`src/rtl/maxpool2d_2x2_stride2x2.sv`:
```
// 2x2 / stride-2 max pooling over a raster-order float32 stream.
// One half-width line buffer holds the even-row horizontal pair maxima.
module maxpool2d_2x2_stride2x2 #(
    parameter int DATA_WIDHT = 32,
    parameter int IMG_WIDTH  = 218,
    parameter int IMG_HEIGHT = 218
) (
    input  logic                  clk,
    input  logic                  rst,
    input  logic                  Valid_In,
    input  logic [DATA_WIDHT-1:0] Data_In,
    output logic [DATA_WIDHT-1:0] Data_Out,
    output logic                  Valid_Out,
    output logic                  Last_Out
);

    localparam int MSB      = DATA_WIDHT - 1;
    localparam int COL_W    = (IMG_WIDTH > 1) ? $clog2(IMG_WIDTH) : 1;
    localparam int ROW_W    = (IMG_HEIGHT > 1) ? $clog2(IMG_HEIGHT) : 1;
    localparam int LB_DEPTH = (IMG_WIDTH / 2 > 0) ? IMG_WIDTH / 2 : 1;
    localparam int LB_AW    = (LB_DEPTH > 1) ? $clog2(LB_DEPTH) : 1;

    localparam logic [COL_W-1:0] COL_LAST      = COL_W'(IMG_WIDTH - 1);
    localparam logic [ROW_W-1:0] ROW_LAST      = ROW_W'(IMG_HEIGHT - 1);
    localparam logic [COL_W-1:0] COL_POOL_LAST = COL_W'(2 * (IMG_WIDTH / 2) - 1);
    localparam logic [ROW_W-1:0] ROW_POOL_LAST = ROW_W'(2 * (IMG_HEIGHT / 2) - 1);

    // Sign-magnitude ordering; ties keep a, and +0 beats -0 via the sign rule.
    function automatic logic [DATA_WIDHT-1:0] fmax(input logic [DATA_WIDHT-1:0] a,
                                                   input logic [DATA_WIDHT-1:0] b);
        logic a_wins;
        if (a[MSB] != b[MSB]) begin
            a_wins = ~a[MSB];
        end else if (!a[MSB]) begin
            a_wins = (a[MSB-1:0] >= b[MSB-1:0]);
        end else begin
            a_wins = (a[MSB-1:0] <= b[MSB-1:0]);
        end
        return a_wins ? a : b;
    endfunction

    logic [COL_W-1:0]      col_q, col_d;
    logic [ROW_W-1:0]      row_q, row_d;
    logic [DATA_WIDHT-1:0] prev_q;
    logic [DATA_WIDHT-1:0] linebuf_q [LB_DEPTH];
    logic [DATA_WIDHT-1:0] data_out_q, data_out_d;
    logic                  valid_out_q, valid_out_d;
    logic                  last_out_q, last_out_d;

    logic [DATA_WIDHT-1:0] hmax;
    logic [DATA_WIDHT-1:0] lb_rd;
    logic [LB_AW-1:0]      lb_idx;
    logic                  odd_col, odd_row;

    // An odd final column/row never has its odd partner, so parity alone selects pooled pixels.
    assign odd_col = col_q[0];
    assign odd_row = row_q[0];
    assign lb_idx  = LB_AW'(col_q >> 1);
    assign lb_rd   = linebuf_q[lb_idx];
    assign hmax    = fmax(prev_q, Data_In);

    always_comb begin
        col_d       = col_q;
        row_d       = row_q;
        data_out_d  = data_out_q;
        valid_out_d = 1'b0;
        last_out_d  = 1'b0;
        if (Valid_In) begin
            if (col_q == COL_LAST) begin
                col_d = '0;
                row_d = (row_q == ROW_LAST) ? '0 : row_q + ROW_W'(1);
            end else begin
                col_d = col_q + COL_W'(1);
            end
            if (odd_row && odd_col) begin
                data_out_d  = fmax(lb_rd, hmax);
                valid_out_d = 1'b1;
                last_out_d  = (row_q == ROW_POOL_LAST) && (col_q == COL_POOL_LAST);
            end
        end
    end

    always_ff @(posedge clk) begin
        if (rst) begin
            col_q       <= '0;
            row_q       <= '0;
            data_out_q  <= '0;
            valid_out_q <= 1'b0;
            last_out_q  <= 1'b0;
        end else begin
            col_q       <= col_d;
            row_q       <= row_d;
            data_out_q  <= data_out_d;
            valid_out_q <= valid_out_d;
            last_out_q  <= last_out_d;
        end
    end

    // Datapath storage needs no reset: every entry is written on an even row before use.
    always_ff @(posedge clk) begin
        if (Valid_In) begin
            prev_q <= Data_In;
        end
        if (!rst && Valid_In && !odd_row && odd_col) begin
            linebuf_q[lb_idx] <= hmax;
        end
    end

    assign Data_Out  = data_out_q;
    assign Valid_Out = valid_out_q;
    assign Last_Out  = last_out_q;

endmodule

```
`config.mk`:
```
export PLATFORM = sky130hd
export DESIGN_NAME = maxpool2d_2x2_stride2x2
export DESIGN_NICKNAME = d
export VERILOG_FILES = /design/src/rtl/maxpool2d_2x2_stride2x2.sv
export SDC_FILE = /design/constraint.sdc
export NUM_CORES = 2
export LEC_CHECK = 0
export CAP_MARGIN = 40
export CORE_UTILIZATION = 63
export DETAILED_ROUTE_END_ITERATION = 10
export GPL_TIMING_DRIVEN = 0
export PLACE_DENSITY_LB_ADDON = 0.08
export SETUP_SLACK_MARGIN = 0.2
export SLEW_MARGIN = 40
export SYNTH_ARGS = -nofsm -noshare
export SYNTH_HDL_FRONTEND = slang
export SYNTH_SLANG_ARGS = --single-unit
```
`constraint.sdc`:
```
create_clock -name clk -period 9.6 [get_ports clk]
set_input_delay 2.4 -clock clk [delete_from_list [all_inputs] [get_ports clk]]
set_output_delay 2.4 -clock clk [all_outputs]
set_load 0.01 [all_outputs]
```
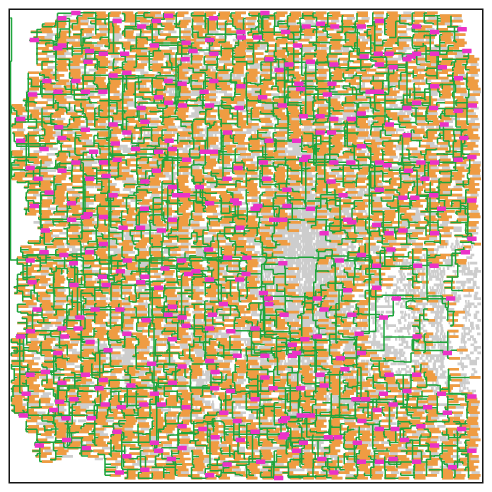
**Above:** clock distribution.
(1 px per µm)
Key: green = clock wires [length 38.9 mm]; orange = flip-flops [count 3577]; magenta = cells driving clock nets [count 363]
There are 364 routed clock nets. Position of the flops: widely spread.
Clock Power Share: 0.402
clk latency late pin: 1.02 ns
Layout Skew: 0.0424 ns

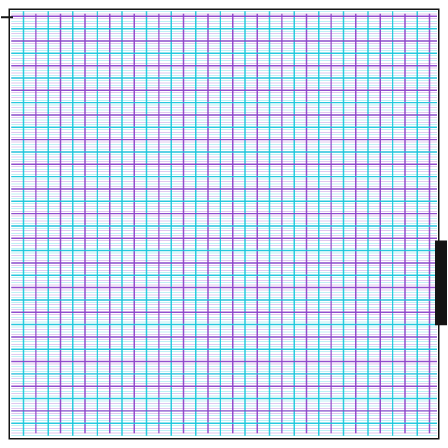
**Above:** power grid.
Pins as bars on the die edge.
Key: purple = VDD; cyan = VSS
173 met1 rails follow the rows. The core has 172 rows. 34 straps on met4. 34 straps on met5. 69 signal pins sit on the boundary.
Peak VDD IR: 0.000230 V
Placeable Area: 220000 µm²
height of the die: 472 µm

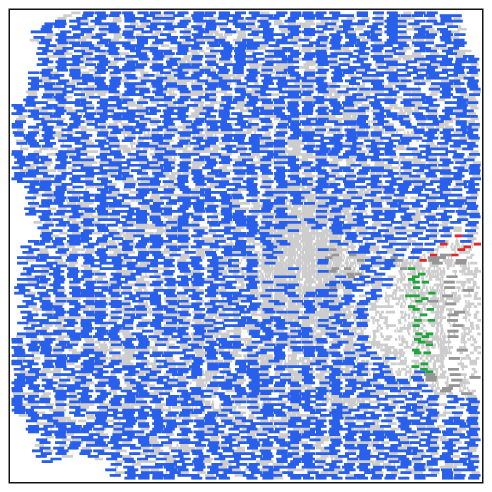
**Above:** where the registers sit.
(1 px per µm)
Key: blue = `linebuf_q` [placed flops 3488, where widely spread]; green = `Data_Out` [placed flops 32]; red = `row_q` [placed flops 8, where east]
post-layout util: 0.746
total sequential power: 17.8 mW
FF+latch area: 107000 µm²
sequential cell area share: 0.651

==> impl_metrics.env <==
# yosys + openroad results
export IMPL_hold_violations=0
export IMPL_portBuffers=68
export IMPL_warning_count=31
export IMPL_drt_iter0_markers=12500
export IMPL_htreeDepth=5
export IMPL_globalRouteTotalUtil=0.389
export IMPL_grt_max_degree=94
export IMPL_dieArea_um2=223000
export IMPL_cts_setup_buffers=0
export IMPL_rr_worst_depth=22
export IMPL_fp_util=0.634
export IMPL_nNetsFinal=6869
export IMPL_cp_max_fo=10
export IMPL_clock_sinks=3577
export IMPL_max_slew_margin=0.319
export IMPL_p_per_area_nw_per_um2=204
export IMPL_lay_top_cells="3520 x edfxtp_1, 1075 x mux4_2, 372 x clkbuf_16"
export IMPL_synthFlopType="edfxtp_1"
export IMPL_ff2ff_setup_slack_ns=1.49
export IMPL_ys_seq_share=0.767
export IMPL_drt_vias_per_instance=7.32
export IMPL_clk_pin_slew_ns=0.06
export IMPL_drc=0
export IMPL_placed_cell_area_um2=153000
export IMPL_edf_count=3520
export IMPL_path_cells="buf_4 > buf_4 > buf_4 > buf_2 > clkbuf_2 > clkbuf_1 > mux4_2 > mux4_2 > mux2i_1 > o22ai_1 > a31o_1 > ha_1 > a21oi_1 > o21a_1 > o221ai_1 > a311o_1 > o31ai_1 > o21ba_1 > buf_2 > nor2_1 > buf_2 > o311a_1"
export IMPL_cp_data_arrival_time_ns=8.98
export IMPL_timing_fmax_mhz=123
export IMPL_grt_overflow_total=0
export IMPL_cts_made_buffers=363
export IMPL_netlist_instances=5955
export IMPL_min_path_type="flip-flop to flip-flop"
export IMPL_synth_area_um2=139000
export IMPL_async_flop_share=0
export IMPL_cts_max_path_buffers=4
export IMPL_crit_slowest_cell="clkbuf_1"
export IMPL_syn_avg_cell_area_um2=23.4
export IMPL_finalMaxSlewViolations=0
export IMPL_status="complete, no violations"
export IMPL_cts_tree="done"
export IMPL_crit_end="Data_Out[6]$_SDFFE_PP0P_"
export IMPL_grt_pass1_wl_mm=579
export IMPL_syn_nets=6057
export IMPL_ctsResizeCount=0
export IMPL_routabilityCongestion=0.937
export IMPL_yosys_cells=5955
export IMPL_period_needed_ns=8.11
export IMPL_synthDominantCellAreaShare=0.759
export IMPL_rsz0062_at_grt="no"
export IMPL_ys_flops=3577
export IMPL_yosysTopAreaCell="edfxtp_1"
export IMPL_slowest_delay_ns=0.70
export IMPL_min_period_over_period=0.844
export IMPL_critPathKind="flip-flop to flip-flop"
export IMPL_start_kind="flip-flop"
export IMPL_synthToLayoutAreaGrowth_pct=17.8
export IMPL_ys_chip_area_um2=139000
export IMPL_p_leak_nw=51.3
export IMPL_area_leaders="edfxtp_1 76%, mux4_2 17%, dfxtp_1 0.82%"
export IMPL_endpoint_kind="flip-flop"
export IMPL_via_count=73300
export IMPL_ys_warn_count=0
export IMPL_ant_nets=0
export IMPL_drive_gt1_frac=0.335
export IMPL_whs_ns=0.509
export IMPL_io_pins=69
export IMPL_drt_pass1_iter_count=6
export IMPL_lay_top_count="edfxtp_1"
export IMPL_drv_cap=0
export IMPL_reg2reg_to="Data_Out[6]$_SDFFE_PP0P_"
export IMPL_critPathRequiredTime_ns=10.47
export IMPL_grt_pass1_vias=71300
export IMPL_setup_viol=0
export IMPL_dpl_hpwl_mm=290
export IMPL_cts_root_buf="clkbuf_16"
export IMPL_cts_hold_fix_buffers=0
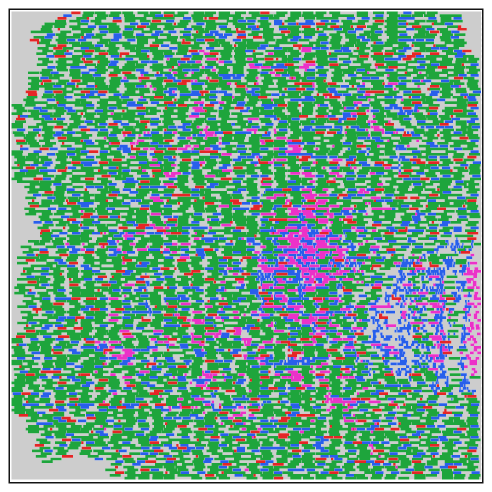
**Above:** cells colored by class.
(1 px per µm) Fill, decap, tap and diode cells in gray.
Key: blue = all other logic [cells 2041, share of their area 20%]; magenta = other buffers and delay cells [cells 784, share of their area 6.6%]; green = flip-flops [cells 3577, share of their area 67%]; red = clock drivers and dummy loads [cells 636, share of their area 6.9%]
post-route cell area: 164000 µm²
Site Rows: 172

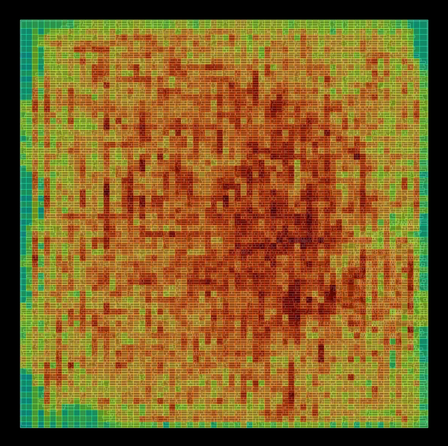
**Above:** routing congestion.
busiest grt layer: met2
GRT met3 Usage: 0.139
met2 GRT Util: 0.553
WL/cell: 42.7 µm

report_power, final:
group	switching (mW)	internal [mW]	leakage, nW
registers	0.0102	17.8	32.5
clock network	5.81	7.65	5.43
logic	1.59	0.629	13.4
total	7.41	26.1	51.3
synthesized netlist by cell type, drive strengths merged (30+ instances only):
master / n
a211oi: 39
a21oi: 60
buf: 188
clkbuf: 149
dfxtp: 57
edfxtp: 3520
ha: 67
inv: 80
mux2i: 64
mux4: 1079
nand2: 81
nand2b: 30
nand3b: 30
nand4: 42
nor2: 145
nor2b: 30
o21ai: 48
cells by family after synthesis:
logic type	synth area share
flip-flops	0.767
multiplexers	0.180
buffers and inverters	0.0152
AND/OR/NAND/NOR	0.0147
AND-OR/OR-AND	0.0163
adder cells (fa/ha/maj)	0.00602
XOR/XNOR	0.000692
worst min-delay path by stage:
stage / start / end / slack (ns) / cells past startpoint
after floorplan: row_q[7]$_SDFFE_PP0P_ / row_q[7]$_SDFFE_PP0P_ / 0.46 / 2
after global placement: row_q[7]$_SDFFE_PP0P_ / row_q[7]$_SDFFE_PP0P_ / 0.47 / 2
after detailed placement: row_q[7]$_SDFFE_PP0P_ / row_q[7]$_SDFFE_PP0P_ / 0.49 / 2
after CTS: row_q[7]$_SDFFE_PP0P_ / row_q[7]$_SDFFE_PP0P_ / 0.50 / 2
after global routing: row_q[7]$_SDFFE_PP0P_ / row_q[7]$_SDFFE_PP0P_ / 0.53 / 2
final: row_q[7]$_SDFFE_PP0P_ / row_q[7]$_SDFFE_PP0P_ / 0.51 / 2
state kept, by name, summed over array words and instances, names as in the netlist, named ones only:
name and count:
linebuf_q 3488, Valid_Out 1, prev_q 32, Last_Out 1, col_q 8, row_q 8, Data_Out 32
per-layer routing:
layer | up-vias | routed length [µm] | global-route usage | part of all wire
met2 | 6393 | 186000 | 0.553 | 0.44
met3 | 1125 | 68200 | 0.139 | 0.16
met1 | 38400 | 147000 | 0.544 | 0.34
met5 | - | 119 | 0.00173 | 0.00028
li1 | 27300 | - | - | -
met4 | 15 | 25600 | 0.189 | 0.060
critical path, delay by kind of cell, from the launching register on:
kind	cells	cell delay [ns]
compound gates	9	2.69
fa+ha+maj	1	0.30
buf+inv	8	2.83
flops	1	0.32
mux	3	1.67
simple gates	1	0.14
area by class of cell:
| class | instances | area [µm²] |
|---|---|---|
| plain buffers | 337 | 1930 |
| well taps | 2958 | 3700 |
| clock buffers | 451 | 9610 |
| inverters | 80 | 473 |
| clock inverters | 185 | 1430 |
| fillers | 11600 | 55700 |
| flip-flops and latches | 3577 | 107000 |
| diodes | 7 | 17.5 |
| multi-input cells | 1961 | 31300 |
| repair buffers | 447 | 8700 |
stage by stage:
stage	setup TNS, ns	power [mW]	worst slack (ns)	instances	utilization
after global placement	-427.76	20.1	-4.27	8981	0.654
after CTS	0	33.4	1.65	9995	0.746
final	0	33.5	1.49	10000	0.746
after detailed placement	0	20.3	0.750	9359	0.696
after floorplan	0	19.3	1.86	5955	-
after global routing	0	34.1	1.27	9997	0.746
No activity file was given, so power comes from the tool's default toggle rates.
